### src/rtl/rll_pkg.sv
// Shared types and helpers for the keyed RLL stage and the scripts that generate its keys.
package rll_pkg;

  typedef enum logic [1:0] {
    IDLE,
    LOADING,
    ARMED
  } rll_state_e;

  localparam int MAX_KEY_W = 64;

  // The key that makes the gate bank transparent.
  function automatic logic [MAX_KEY_W-1:0] correct_key(input logic [MAX_KEY_W-1:0] pol,
                                                       input logic [MAX_KEY_W-1:0] inv);
    return pol ^ inv;
  endfunction

endpackage

### src/rtl/rll_keyed_stage_if.sv
// Key-provisioning and data-stream signals of the keyed stage, bundled with both views.
interface rll_keyed_stage_if #(
  parameter int DATA_W    = 32,
  parameter int KEY_CHUNK = 8
);

  logic                 key_valid;
  logic                 key_ready;
  logic [KEY_CHUNK-1:0] key_data;
  logic                 key_clear;
  logic                 armed;
  logic                 in_valid;
  logic                 in_ready;
  logic [DATA_W-1:0]    in_data;
  logic                 out_valid;
  logic                 out_ready;
  logic [DATA_W-1:0]    out_data;

  modport master (
    output key_valid, key_data, key_clear, in_valid, in_data, out_ready,
    input  key_ready, armed, in_ready, out_valid, out_data
  );

  modport slave (
    input  key_valid, key_data, key_clear, in_valid, in_data, out_ready,
    output key_ready, armed, in_ready, out_valid, out_data
  );

endinterface

### src/rtl/rll_key_loader.sv
// Serial key loader: takes KEY_W/KEY_CHUNK chunked beats into the key register and
// reports when the full key is present.
module rll_key_loader
  import rll_pkg::*;
#(
  parameter int KEY_W     = 32,
  parameter int KEY_CHUNK = 8
) (
  input  logic                 clk,
  input  logic                 rst_n,
  input  logic                 key_valid,
  input  logic [KEY_CHUNK-1:0] key_data,
  input  logic                 key_clear,
  output logic                 key_ready,
  output logic [KEY_W-1:0]     key,
  output logic                 armed
);

  localparam int NBEATS = KEY_W / KEY_CHUNK;
  localparam int CNT_W  = (NBEATS > 1) ? $clog2(NBEATS) : 1;
  localparam logic [CNT_W-1:0] LAST_BEAT = CNT_W'(NBEATS - 1);

  rll_state_e       state;
  rll_state_e       next_state;
  logic [CNT_W-1:0] beat;
  logic             accept;
  logic             last_beat;

  // Ready is held low during reset so no beat can be taken before release.
  assign key_ready = rst_n && (state != ARMED);
  assign accept    = key_valid && (state != ARMED);
  assign last_beat = (beat == LAST_BEAT);

  always_ff @(posedge clk or negedge rst_n) begin
    if (!rst_n) begin
      state <= IDLE;
    end else begin
      state <= next_state;
    end
  end

  always_comb begin
    next_state = state;
    case (state)
      IDLE:    if (accept) next_state = last_beat ? ARMED : LOADING;
      LOADING: if (accept && last_beat) next_state = ARMED;
      ARMED:   next_state = ARMED;
      default: next_state = IDLE;
    endcase
    if (key_clear) begin
      next_state = IDLE;
    end
  end

  // armed decodes the next state so it rises together with the ARMED state itself.
  always_ff @(posedge clk or negedge rst_n) begin
    if (!rst_n) begin
      key   <= '0;
      beat  <= '0;
      armed <= 1'b0;
    end else begin
      armed <= (next_state == ARMED);
      if (key_clear) begin
        key  <= '0;
        beat <= '0;
      end else if (accept) begin
        for (int b = 0; b < NBEATS; b++) begin
          if (beat == CNT_W'(b)) begin
            key[b*KEY_CHUNK +: KEY_CHUNK] <= key_data;
          end
        end
        beat <= last_beat ? '0 : beat + 1'b1;
      end
    end
  end

endmodule

### src/rtl/rll_keyed_stage.sv
// Keyed RLL stage: per-bit XOR/XNOR/NOT key gates on the low KEY_W data bits followed by
// one registered pipeline stage with valid/ready flow control.
module rll_keyed_stage #(
  parameter int               DATA_W    = 32,
  parameter int               KEY_W     = 32,
  parameter int               KEY_CHUNK = 8,
  parameter logic [KEY_W-1:0] KEY_POL   = KEY_W'(32'hA5A5_0F0F),
  parameter logic [KEY_W-1:0] KEY_INV   = KEY_W'(32'h0000_FFFF)
) (
  input logic               clk,
  input logic               rst_n,
  rll_keyed_stage_if.slave  bus
);

  logic [KEY_W-1:0]  key;
  logic              armed;
  logic [DATA_W-1:0] gated;
  logic              out_valid_q;
  logic [DATA_W-1:0] out_data_q;
  logic              in_ready;

  rll_key_loader #(
    .KEY_W     (KEY_W),
    .KEY_CHUNK (KEY_CHUNK)
  ) u_loader (
    .clk       (clk),
    .rst_n     (rst_n),
    .key_valid (bus.key_valid),
    .key_data  (bus.key_data),
    .key_clear (bus.key_clear),
    .key_ready (bus.key_ready),
    .key       (key),
    .armed     (armed)
  );

  // XOR gate, optional XNOR polarity and optional trailing inverter fold into one XOR chain.
  for (genvar i = 0; i < DATA_W; i++) begin : g_gate
    if (i < KEY_W) begin : g_keyed
      assign gated[i] = bus.in_data[i] ^ key[i] ^ KEY_POL[i] ^ KEY_INV[i];
    end else begin : g_pass
      assign gated[i] = bus.in_data[i];
    end
  end

  assign in_ready = armed && (!out_valid_q || bus.out_ready);

  // key_clear drops any held word; out_data keeps its stale value.
  always_ff @(posedge clk or negedge rst_n) begin
    if (!rst_n) begin
      out_valid_q <= 1'b0;
      out_data_q  <= '0;
    end else if (bus.key_clear) begin
      out_valid_q <= 1'b0;
    end else if (bus.in_valid && in_ready) begin
      out_valid_q <= 1'b1;
      out_data_q  <= gated;
    end else if (bus.out_ready) begin
      out_valid_q <= 1'b0;
    end
  end

  assign bus.armed     = armed;
  assign bus.in_ready  = in_ready;
  assign bus.out_valid = out_valid_q;
  assign bus.out_data  = out_data_q;

endmodule

### src/flat_wrapper.sv
// flat-port wrapper written by rule: the top's interface ports become plain ports
module rll_keyed_stage_flat 
#(
  parameter int               DATA_W    = 32,
  parameter int               KEY_W     = 32,
  parameter int               KEY_CHUNK = 8,
  parameter logic [KEY_W-1:0] KEY_POL   = KEY_W'(32'hA5A5_0F0F),
  parameter logic [KEY_W-1:0] KEY_INV   = KEY_W'(32'h0000_FFFF)
)
  (clk, rst_n, bus_key_valid, bus_key_data, bus_key_clear, bus_in_valid, bus_in_data, bus_out_ready, bus_key_ready, bus_armed, bus_in_ready, bus_out_valid, bus_out_data);
  rll_keyed_stage_if #(.DATA_W(DATA_W), .KEY_CHUNK(KEY_CHUNK)) bus_i ();
  input logic clk;
  input logic rst_n;
  input wire logic [$bits(bus_i.key_valid)-1:0] bus_key_valid;
  input wire logic [$bits(bus_i.key_data)-1:0] bus_key_data;
  input wire logic [$bits(bus_i.key_clear)-1:0] bus_key_clear;
  input wire logic [$bits(bus_i.in_valid)-1:0] bus_in_valid;
  input wire logic [$bits(bus_i.in_data)-1:0] bus_in_data;
  input wire logic [$bits(bus_i.out_ready)-1:0] bus_out_ready;
  output wire logic [$bits(bus_i.key_ready)-1:0] bus_key_ready;
  output wire logic [$bits(bus_i.armed)-1:0] bus_armed;
  output wire logic [$bits(bus_i.in_ready)-1:0] bus_in_ready;
  output wire logic [$bits(bus_i.out_valid)-1:0] bus_out_valid;
  output wire logic [$bits(bus_i.out_data)-1:0] bus_out_data;
  assign bus_i.key_valid = bus_key_valid;
  assign bus_i.key_data = bus_key_data;
  assign bus_i.key_clear = bus_key_clear;
  assign bus_i.in_valid = bus_in_valid;
  assign bus_i.in_data = bus_in_data;
  assign bus_i.out_ready = bus_out_ready;
  assign bus_key_ready = bus_i.key_ready;
  assign bus_armed = bus_i.armed;
  assign bus_in_ready = bus_i.in_ready;
  assign bus_out_valid = bus_i.out_valid;
  assign bus_out_data = bus_i.out_data;
  rll_keyed_stage #(.DATA_W(DATA_W), .KEY_W(KEY_W), .KEY_CHUNK(KEY_CHUNK), .KEY_POL(KEY_POL), .KEY_INV(KEY_INV)) u_core (.clk(clk), .rst_n(rst_n), .bus(bus_i));
endmodule
### config.mk
export PLATFORM = sky130hd
export DESIGN_NAME = rll_keyed_stage_flat
export DESIGN_NICKNAME = d
export VERILOG_FILES = /design/src/rtl/rll_pkg.sv /design/src/rtl/rll_keyed_stage_if.sv /design/src/rtl/rll_key_loader.sv /design/src/rtl/rll_keyed_stage.sv /design/src/flat_wrapper.sv
export SDC_FILE = /design/constraint.sdc
export NUM_CORES = 1
export LEC_CHECK = 0
export CORE_UTILIZATION = 31
export DETAILED_ROUTE_END_ITERATION = 12
export GPL_ROUTABILITY_DRIVEN = 0
export PLACE_DENSITY = 0.52
export SYNTH_ARGS = -nofsm -noshare
export SYNTH_HDL_FRONTEND = slang
export SYNTH_HIERARCHICAL = 1
export SYNTH_SLANG_ARGS = --single-unit
### constraint.sdc
create_clock -name clk -period 1.24 [get_ports clk]
set_input_delay 0.248 -clock clk [delete_from_list [all_inputs] [get_ports clk]]
set_output_delay 0.248 -clock clk [all_outputs]
set_load 0.05 [all_outputs]
==> notes.md, run 1 <==
State of the implementation.

- Leaving out the clock tree, the finished layout contains an inverter count of 3.
- The detailed router finished its first iteration with 55 violations.
- The area fraction in and, or, nand and nor cells is 0.128, for reference.
- The number of logged tool warnings is 32, for reference.
- The class occupying the most area after layout is reported as sequential cells.
- Per the Yosys statistics, synthesis produced 249 cells.
- The insertion delay at the late pin of the worst-skew pair is 0.33 ns, for reference.
- The start-to-end type of the worst setup path is reg2out, for reference.
- At the pin with the least slew margin, the transition time is 0.391 ns.
- OpenSTA lists the critical path endpoint as bus_key_ready.
- The net switching power is 1.92 mW, for reference.
- The switching share of power is 0.296, for reference.
- The met1 usage is 0.181, for reference.
- The average size of a mapped cell is 14.0 µm², for reference.
- The busiest metal layer after global routing is met2, for reference.
- OpenSTA lists the critical path startpoint as u_core/u_loader/state[0]$_DFF_PN0_.
- The first global-routing pass estimated 12200 µm of wire.
- The via-per-instance ratio is 4.37, for reference.
- Counting the fill cells in the layout gives 989.
- According to the Yosys statistics, the synthesized design has a chip area of 0.00348 mm².
- The sink count of the clock tree is 70, for reference.
- The antenna diode count is 0, for reference.
- The final antenna-violating net count is 0, for reference.
- TritonCTS built the clock tree.
- The maximum number of pins on one net before global-route repair is 71, for reference.
- The count of buffers not belonging to the clock network in the layout is 107, for reference.
- Counting along the longest clock path gives a buffer depth of 2.
- The post-route cell area is 0.00531 mm², for reference.
- The count of flip-flops and latches is 70, for reference.
- The area fraction in full adders, half adders and majority gates is 0.0144, for reference.
- STA classifies the critical path startpoint as a register.
- The sum of negative setup slack is -3.32 ns, for reference.
- The worst setup path is captured at a primary output.
- The number of buffers created by CTS is 9, for reference.
- Port buffering added 81 buffers.
- In this run the cell area of the synthesized design comes to 0.00348 mm².
- Summing all multi-input logic gate instances after layout gives 0.00168 mm².
- The power group with the largest share is registers, for reference.
- The arrival time of data at the worst endpoint is listed as 1.16 ns.
- The final setup skew is 0.00972 ns, for reference.
- The ratio of total power to cell area is 1220 mW/mm², for reference.
- The share of layout cells above drive strength 1 is 0.364, for reference.
- The number of cells on the worst reg-to-reg path is 4, for reference.
- The layout clock buffer count is 13, for reference.
- The H-tree generated during clock tree synthesis spans 3 levels.
- The residual DRC count is 0, for reference.
- Dividing the final minimum period by the clock period gives 1.13.
- Along the worst path, the maximum fanout reaches 2.
- After global routing the overflow that remains totals 0.
- The fmax is 712 MHz, for reference.
- In the floorplan report the effective utilization is 0.319.
- Leaving out fill and tap cells, the most frequent cell in the layout is sky130_fd_sc_hd__dfrtp_1.
- The final hold violation count recorded for this run is 0.
- In this run the count of I/O pins placed on the die edge is 82.
- The total die size is 0.0116 mm², for reference.
- Per the cell usage report, the commonest logic cells after layout are sky130_fd_sc_hd__dfrtp_1 (66), sky130_fd_sc_hd__clkdlybuf4s50_1 (44), sky130_fd_sc_hd__buf_12 (42).
- The part of the Yosys area used for sequential elements is 0.504, for reference.
- The die width is 108 µm, for reference.
- The fraction of final cell area spent on clock buffers and inverters in this run is 0.0379.
- For the worst setup path, the data required time is 0.99 ns.
- The worst register-to-register path ends at u_core/bus.out_data[15]$_DFFE_PN0P_.
- The minimum setup slack in the final design is -0.164 ns, for reference.
- The detailed-routing iteration count for the pre-antenna-repair pass is 4, for reference.
- The multiplexer area fraction after synthesis is 0.230, for reference.
- In the global route stage, met3 resource usage came out at 0.0242.
- The final reports fail on negative setup slack.
- The area growth from synthesis to layout is 52.8%.
- Once synthesis finished, the tally of register bits stood at 70.
- The initial antenna violation count was 0.
- The number of distinct standard cells referenced by the synthesized netlist is 29, for reference.
- The multi-input gate count is 164, for reference.
- The core region is 0.0109 mm².
- The final critical path time including I/O delays and setup is 1.40 ns, for reference.
- Note that the worst hold path type here is in2async.
- The non-clock buffer contribution to total cell area is 0.280, for reference.
- The combinational cell power is 1.91 mW, for reference.
- Registers take 0.00176 mm².
- The compound-cell area share of the yosys netlist is 0.00935, for reference.
- In this run the maximum-capacitance check reported violations numbering 0.
- The post-synthesis cell count is 249, for reference.
- The master cell of the clock root buffer is sky130_fd_sc_hd__clkbuf_8, for reference.
- Logged for this run, the post-placement worst setup slack is -0.400 ns.
- The final report lists the setup-violating endpoint count as 36.
- The yosys synthesis warning count is 6, for reference.
- The height of the die is 108 µm, for reference.
- The power consumed by the clock network is 1.90 mW, for reference.
- Among the non-sequential cells, multiplexers take the most area.
- Setup slack on the worst reg-to-reg path comes out at -0.11 ns.
- The register fraction of the total cell area is 0.331, for reference.
- In the global route stage, met2 resource usage came out at 0.237.
- The via count of the first global-routing pass is 2314, for reference.
- The startpoint of the most critical register-to-register path is u_core/bus.out_valid$_DFFE_PN0P_, for reference.
- Detailed placement ended at an HPWL of 5310 µm.
- The reported sequential group power is 2.69 mW, for reference.
- The number of nets at floorplan is 299, for reference.
- The run finished, with violations left.
- Per the OpenROAD power report, leakage power amounts to 2.53 nW.
- The worst pin sits at a relative slew slack of 0.739.
- Of the total power, the clock network draws 0.292.
- The final count of pins violating max slew is 0, for reference.
- The clock transition at the register clock pins on the worst setup and hold paths after CTS is 0.08 ns, for reference.
- The multi-input gate share of the layout cell area is 0.316, for reference.
- The power report attributes to the sequential group a share of 0.414.
- The parity-gate share of the synthesized area counting xor and xnor cells is 0.0806, for reference.
- The share of total power in combinational logic is 0.294, for reference.
- The finished design was reported to have a net count of 405.
- The placed standard-cell area is 0.00491 mm², for reference.
- In this run the VDD rail shows a maximum IR drop of 650 µV.
- The cell internal power dissipation is 4.57 mW, for reference.
- Setup repair after global routing could not meet its margin everywhere.
-- run 1: timing repair --
item	4_1_cts	5_1_grt
pin swaps	3	3
setup buffers	4	3
cloned	0	1
endpoints found under the hold margin	70	0
resized	10	16
endpoints found under the setup margin	43	69
hold buffers	1	0
-- run 1: Yosys cell counts --
| library cell | instances | share of area |
|---|---|---|
| sky130_fd_sc_hd__a21oi_1 | 2 | 0.0029 |
| sky130_fd_sc_hd__and2_1 | 2 | 0.0036 |
| sky130_fd_sc_hd__and2_4 | 1 | 0.0025 |
| sky130_fd_sc_hd__and3_4 | 2 | 0.0065 |
| sky130_fd_sc_hd__buf_12 | 1 | 0.0058 |
| sky130_fd_sc_hd__buf_2 | 2 | 0.0029 |
| sky130_fd_sc_hd__buf_6 | 6 | 0.019 |
| sky130_fd_sc_hd__clkbuf_1 | 3 | 0.0032 |
| sky130_fd_sc_hd__dfrtp_1 | 70 | 0.50 |
| sky130_fd_sc_hd__ha_1 | 4 | 0.014 |
| sky130_fd_sc_hd__inv_1 | 3 | 0.0032 |
| sky130_fd_sc_hd__mux2_2 | 3 | 0.0097 |
| sky130_fd_sc_hd__mux2_4 | 29 | 0.13 |
| sky130_fd_sc_hd__mux2i_1 | 33 | 0.095 |
| sky130_fd_sc_hd__nand2b_1 | 41 | 0.074 |
| sky130_fd_sc_hd__nand2b_4 | 2 | 0.0079 |
| sky130_fd_sc_hd__nand3_1 | 1 | 0.0014 |
| sky130_fd_sc_hd__nand3_2 | 1 | 0.0029 |
| sky130_fd_sc_hd__nand3_4 | 3 | 0.015 |
| sky130_fd_sc_hd__nand3b_1 | 1 | 0.0022 |
| sky130_fd_sc_hd__nand4b_1 | 1 | 0.0025 |
| sky130_fd_sc_hd__nand4b_4 | 1 | 0.0068 |
| sky130_fd_sc_hd__nor2_1 | 1 | 0.0011 |
| sky130_fd_sc_hd__nor3_1 | 1 | 0.0014 |
| sky130_fd_sc_hd__o21ai_0 | 1 | 0.0014 |
| sky130_fd_sc_hd__o21ai_1 | 1 | 0.0014 |
| sky130_fd_sc_hd__o31ai_2 | 1 | 0.0036 |
| sky130_fd_sc_hd__xnor2_1 | 16 | 0.040 |
| sky130_fd_sc_hd__xor2_1 | 16 | 0.040 |
-- run 1: through the flow --
| step | cells | utilization | hold WS [ns] | power, mW |
|---|---|---|---|---|
| 4_1_cts | 496 | 0.476 | 0.539 | 6.53 |
| 6_report | 500 | 0.488 | 0.524 | 6.49 |
| 3_5_place_dp | 475 | 0.451 | 0.319 | 4.60 |
| 3_3_place_gp | 475 | 0.451 | 0.313 | 4.58 |
| 5_1_grt | 500 | 0.488 | 0.554 | 6.75 |
| 2_1_floorplan | 249 | - | -0.0476 | 3.58 |
-- run 1: worst max-delay path, cell delays in order (launching register included) --
cell	delay, ns
sky130_fd_sc_hd__dfrtp_1	0.39
sky130_fd_sc_hd__nand2b_4	0.16
sky130_fd_sc_hd__and2_4	0.14
sky130_fd_sc_hd__buf_12	0.14
-- run 1: routing by layer --
metal	wire length, µm	part of all wire
met1	3400	0.44
met2	3970	0.52
met3	228	0.030
met4	96	0.012
met5	0	0
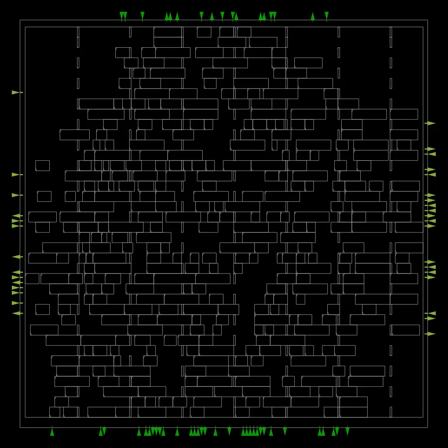
Figure 1: run 1, cell placement.
Tap Count: 140
standard-cell rows: 38

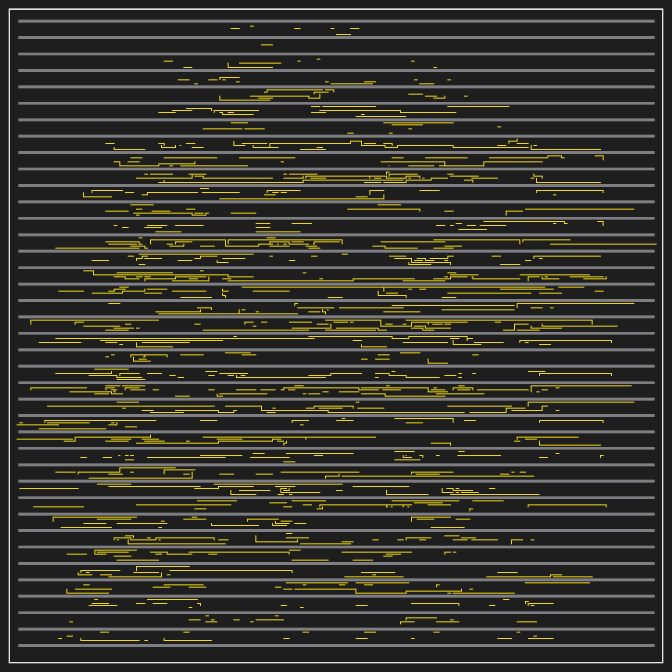
Figure 2: run 1, the metal 1 layer.
Supply wires on this layer in grey.
wire length on this layer = 3400 µm
longest straight run = 50.1 µm
main direction = horizontal
share of all routed wire = 44%
nets with wire on the layer = 347

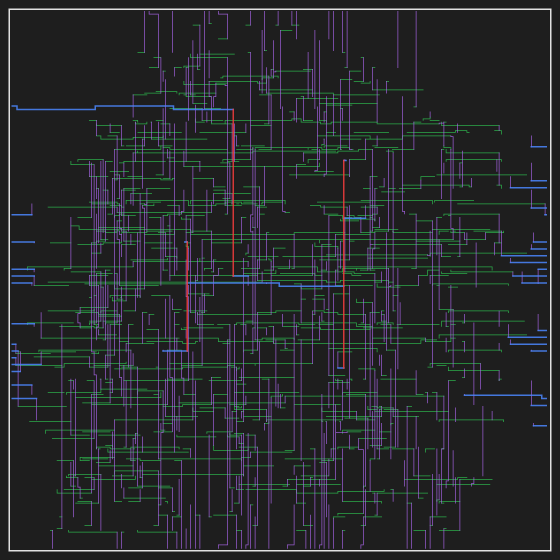
Figure 3: run 1, wiring by layer.
blue -> metal 3  # wire length 229 µm
purple -> metal 2  # wire length 3970 µm
green -> metal 1  # wire length 3400 µm
red -> metal 4  # wire length 96.6 µm
total number of vias: 2186
routed length per placed instance: 15.4 µm
overall global routing resource usage: 0.140
overall routed net length: 7700 µm

Figure 4. Signal metal coverage by tile (run 1).
The die is cut into 22 by 22 equal tiles; black is low, pale yellow is high, scaled to the fullest tile. Values are wire area over tile area, all layers added.
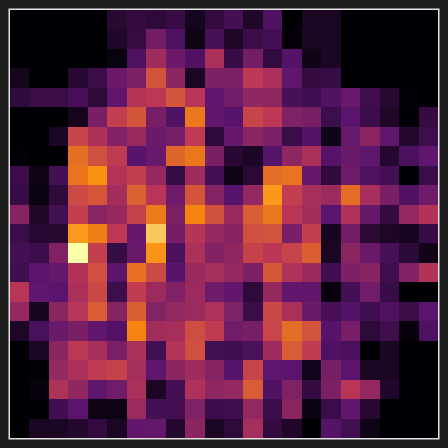

## Run 2: what changed since run 1
--- a/config.mk
+++ b/config.mk
@@ -8,7 +8,7 @@
 export CORE_UTILIZATION = 31
 export DETAILED_ROUTE_END_ITERATION = 12
 export GPL_ROUTABILITY_DRIVEN = 0
-export PLACE_DENSITY = 0.52
+export PLACE_DENSITY = 0.5
 export SYNTH_ARGS = -nofsm -noshare
 export SYNTH_HDL_FRONTEND = slang
 export SYNTH_HIERARCHICAL = 1
==> constraint.sdc (replaced) <==
create_clock -name clk -period 1.79 [get_ports clk]
set_input_delay 0.358 -clock clk [delete_from_list [all_inputs] [get_ports clk]]
set_output_delay 0.358 -clock clk [all_outputs]
set_load 0.05 [all_outputs]
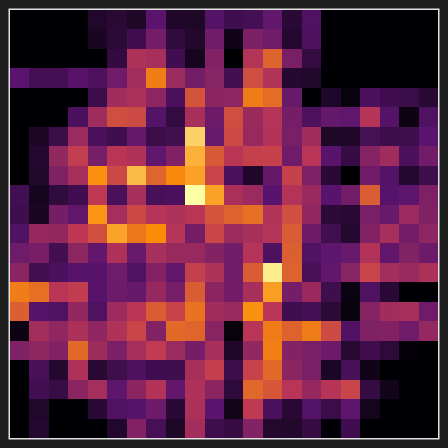
Figure 5: run 2, signal metal coverage by tile.
The die is cut into 22 by 22 equal tiles; black is low, pale yellow is high, scaled to the fullest tile. Values are wire area over tile area, all layers added.
fullest tile = 0.32
nearly empty tiles = 16%
emptiest ninth of the die = upper right
densest ninth of the die = centre
mean over tiles = 0.094
tiles over half the peak = 15%

==> run 2 against run 1 <==
Against the previous run: the flow now finishes without violations; sequential share of layout area grew 5.1 points; sequential power shrank 33%; cell count shrank 3.6%; flip-flop count is the same; critical path type unchanged; critical endpoint unchanged; largest power group unchanged.
==> notes.md, run 2 <==
State of the implementation.

- The number of design-rule violations left by the first detailed-router iteration was 40 (-27%).
- The area taken by flip-flops and latches is 0.00175 mm² (-0.28%), for reference.
- The ratio of total power to cell area came to 871 mW/mm² (-29%).
- The final antenna-violating net count is 0 (unchanged).
- The start-to-end type of the worst setup path is reg2out, for reference.
- The top cell type's share of synthesized area is 0.504 (unchanged), for reference.
- The number of post-CTS setup repair buffers came to 0 (-4).
- The insertion delay at the late pin of the worst-skew pair came to 0.35 ns (+0.02 ns).
- The part of the Yosys area used for sequential elements is 0.504 (unchanged).
- The total area of multi-input combinational cells came to 0.00161 mm² (-4.3%).
- The height of the die was 108 µm (unchanged).
- The ratio of final minimum period to clock period is 0.937, for reference.
- The total track usage is 0.134 (-0.00591), for reference.
- The cts-stage hold buffer count is 0 (-1), for reference.
- Sorting the Yosys area breakdown by cell type puts at the top sky130_fd_sc_hd__dfrtp_1.
- The number of buffers created by CTS is 9 (unchanged), for reference.
- The maximum number of pins on one net before global-route repair is 71 (unchanged).
- The leakage power total is 2.30 nW (-9.2%), for reference.
- The setup-violating endpoint count in the final report is 0 (-100%), for reference.
- The root buffer cell chosen for the clock tree is sky130_fd_sc_hd__clkbuf_8.
- The die width is 108 µm (unchanged).
- The initial antenna violation count is 0 (unchanged), for reference.
- The starting density of the core is 0.319 (unchanged), for reference.
- The overflow left after global routing was 0 (unchanged).
- The sum of negative setup slack was 0 ns (+3.32 ns).
- The total cells reported by yosys after synthesis is 249 (unchanged), for reference.
- The final count of pins violating max slew is 0 (unchanged), for reference.
- Relative to the synthesized area, the layout overhead comes to 31.9%.
- The minimum setup slack in the final design came to 0.113 ns (+0.277 ns).
- The number of flops mapped to enable cells by yosys is 0 (unchanged), for reference.
- The post-synthesis instance area was 0.00348 mm² (unchanged).
- Setup repair after global routing left no endpoint under its margin.
- The final net count is 387 (-4.4%).
- The number of standard-cell rows in the floorplan is 38 (unchanged).
- The detailed-routing iteration count for the pre-antenna-repair pass is 4 (unchanged).
- The critical path launch point type is a register, for reference.
- The leading cell type by number of instances after synthesis is sky130_fd_sc_hd__dfrtp_1, for reference.
- The fmax is 596 MHz, for reference.
- The antenna diode count is 0 (unchanged), for reference.
- The number of distinct standard cells referenced by the synthesized netlist is 29 (unchanged).
- The number of violations of the max-capacitance limit is 0 (unchanged).
- The post-DP HPWL is 5060 µm (-4.6%), for reference.
- The average size of a mapped cell is 14.0 µm² (unchanged), for reference.
- The worst setup timing slack at the placement stage is 0.0390 ns (+0.439 ns), for reference.
- The final critical path time including I/O delays and setup is 1.68 ns, for reference.
- The final setup skew is 0.0127 ns (+0.00299 ns), for reference.
- The share of flip-flops with an asynchronous set or reset after synthesis is 1.00 (unchanged).
- The largest voltage drop on the vdd net was 297 µV (-54%).
- The yosys synthesis warning count is 6 (unchanged), for reference.
- The routed wire length is 7110 µm (-7.7%), for reference.
- The via count of the first global-routing pass came to 2194 (-5.2%).
- The total die size was 0.0116 mm² (unchanged).
- The worst slew margin relative to its limit is 0.742 (+0.00305), for reference.
- The dominant register cell in the synthesized netlist is sky130_fd_sc_hd__dfrtp_1, for reference.
- In the synthesized netlist, the cells that appear most often are sky130_fd_sc_hd__dfrtp_1 (70), sky130_fd_sc_hd__nand2b_1 (41), sky130_fd_sc_hd__mux2i_1 (33).
- The via total after detailed routing is 2073 (-5.2%), for reference.
- The post-synthesis cell count was 249 (unchanged).
- The area of the placeable core is 0.0109 mm² (unchanged).
- The utilization of the core after routing was 0.421 (-0.0668).
- The maximum number of buffers from clock root to sink was 2 (unchanged).
- The worst setup path is captured at a primary output.
- The total design power is 3.99 mW (-38%), for reference.
- The main area contributors are sky130_fd_sc_hd__dfrtp_1 (50%), sky130_fd_sc_hd__mux2_4 (13%), sky130_fd_sc_hd__mux2i_1 (9.5%), sky130_fd_sc_hd__nand2b_1 (7.4%), sky130_fd_sc_hd__xnor2_1 (4.0%).
- The actual slew at the worst max-slew pin was 0.387 ns (-0.00458 ns).
- The number of H-tree levels is 3 (unchanged), for reference.
- The endpoint required time on the critical path is 1.43 ns (+0.44 ns).
- The flow ran to the end, and the final reports show no timing, DRC or antenna violations.
- The number of gates resized after cts was 0 (-10).
- The synthesized flop and latch total is 70 (unchanged).
- The TritonCTS clock tree is yes, for reference.
- The sink count of the clock tree was 70 (unchanged).
- The residual DRC count is 0 (unchanged), for reference.
- The via-per-instance ratio was 4.30 (-1.6%).
- The most frequent logic cell in the layout is sky130_fd_sc_hd__dfrtp_1, for reference.
- The number of logged tool warnings is 29 (-9.4%), for reference.
- By instance count after routing, the leading logic cell types are sky130_fd_sc_hd__dfrtp_1 (70), sky130_fd_sc_hd__clkdlybuf4s50_1 (44), sky130_fd_sc_hd__nand2b_1 (41).
- The critical path arrival was 1.32 ns (+0.16 ns).
- The count of port buffers added during placement is 81 (unchanged), for reference.
- The number of nets at floorplan is 299 (unchanged), for reference.
- The post-synthesis chip area from yosys is 0.00348 mm² (unchanged), for reference.
- The clock transition at the register clock pins on the worst setup and hold paths after CTS is 0.08 ns (about the same), for reference.
- The maximum fanout encountered on the critical timing path is 12 (+10), for reference.
- The number of fillers in the final layout is 1050 (+6.2%).
- The number of hold-slack violations in the final timing report is 0 (unchanged).
- The I/O pin count is 82 (unchanged).
- The average wire per standard cell was 14.7 µm (-4.3%).
- The share of layout cells above drive strength 1 came to 0.301 (-0.0627).
- Checking hold timing, the worst path is listed with class in2async.
- The global-route wire length before repair is 11600 µm (-5.3%), for reference.
[run 2: layout make-up]
class	instances	share of cell area
Sequential cell	70	0.382
Tap cell	140	0.0382
Clock buffer	11	0.0308
Multi-Input combinational cell	164	0.350
Timing Repair Buffer	89	0.189
Clock inverter	5	0.00764
Inverter	3	0.00245
[run 2: cells by family (layout without fill, tap and decap cells)]
group,count (synthesis),after routing,synth area share
compound gates,5,5,0.00935
xor+xnor,32,32,0.0806
fa+ha+maj,4,4,0.0144
buf+inv,15,108,0.0345
flops,70,70,0.504
mux,65,65,0.230
simple gates,58,58,0.128
[run 2: worst max-delay path, stage by stage (launching register included)]
cell and delay, ns:
sky130_fd_sc_hd__dfrtp_1 0.38, sky130_fd_sc_hd__nand2b_4 0.23, sky130_fd_sc_hd__and2_1 0.22, sky130_fd_sc_hd__buf_12 0.15
[run 2: layer usage]
layer	wire (µm)	share of wire	vias up	global-route usage
met5	0	0	-	0
met4	55	0.0077	0	0.0528
met3	283	0.040	5	0.0333
met2	3470	0.49	44	0.211
li1	-	-	1009	-
met1	3300	0.46	1015	0.177
[run 2: metrics by stage]
stage	area, µm²	hold slack (ns)	std cells
floorplan	3480	0.0624	249
global placement	4410	0.432	466
detailed placement	4410	0.433	466
CTS	4590	0.0472	482
global route	4590	0.0379	482
finish	4590	0.0237	482
[run 2: power breakdown]
group          leakage, nW  switching [mW]  total, mW  internal, mW
Clock               0.0893           0.628       1.17         0.542
Sequential           0.950          0.0888       1.80          1.71
Combinational         1.26           0.574       1.02         0.450
[run 2: worst paths after layout]
| check | cells past startpoint | slack [ns] | startpoint | end |
|---|---|---|---|---|
| hold reg to reg | 1 | 0.52 | u_core/u_loader/state[1]$_DFF_PN0_ | u_core/u_loader/state[0]$_DFF_PN0_ |
| setup / recovery | 3 | 0.11 | u_core/u_loader/state[0]$_DFF_PN0_ | bus_key_ready |
| max in group asynchronous | 2 | 1.45 | rst_n | u_core/bus.out_data[11]$_DFFE_PN0P_ |
| min in group clk | 1 | 0.52 | u_core/u_loader/state[1]$_DFF_PN0_ | u_core/u_loader/state[0]$_DFF_PN0_ |
| setup reg to reg | 4 | 0.49 | u_core/bus.out_valid$_DFFE_PN0P_ | u_core/bus.out_data[18]$_DFFE_PN0P_ |
| hold / removal | 2 | 0.02 | rst_n | u_core/bus.out_data[6]$_DFFE_PN0P_ |
Power is estimated from default activity; no workload was simulated.
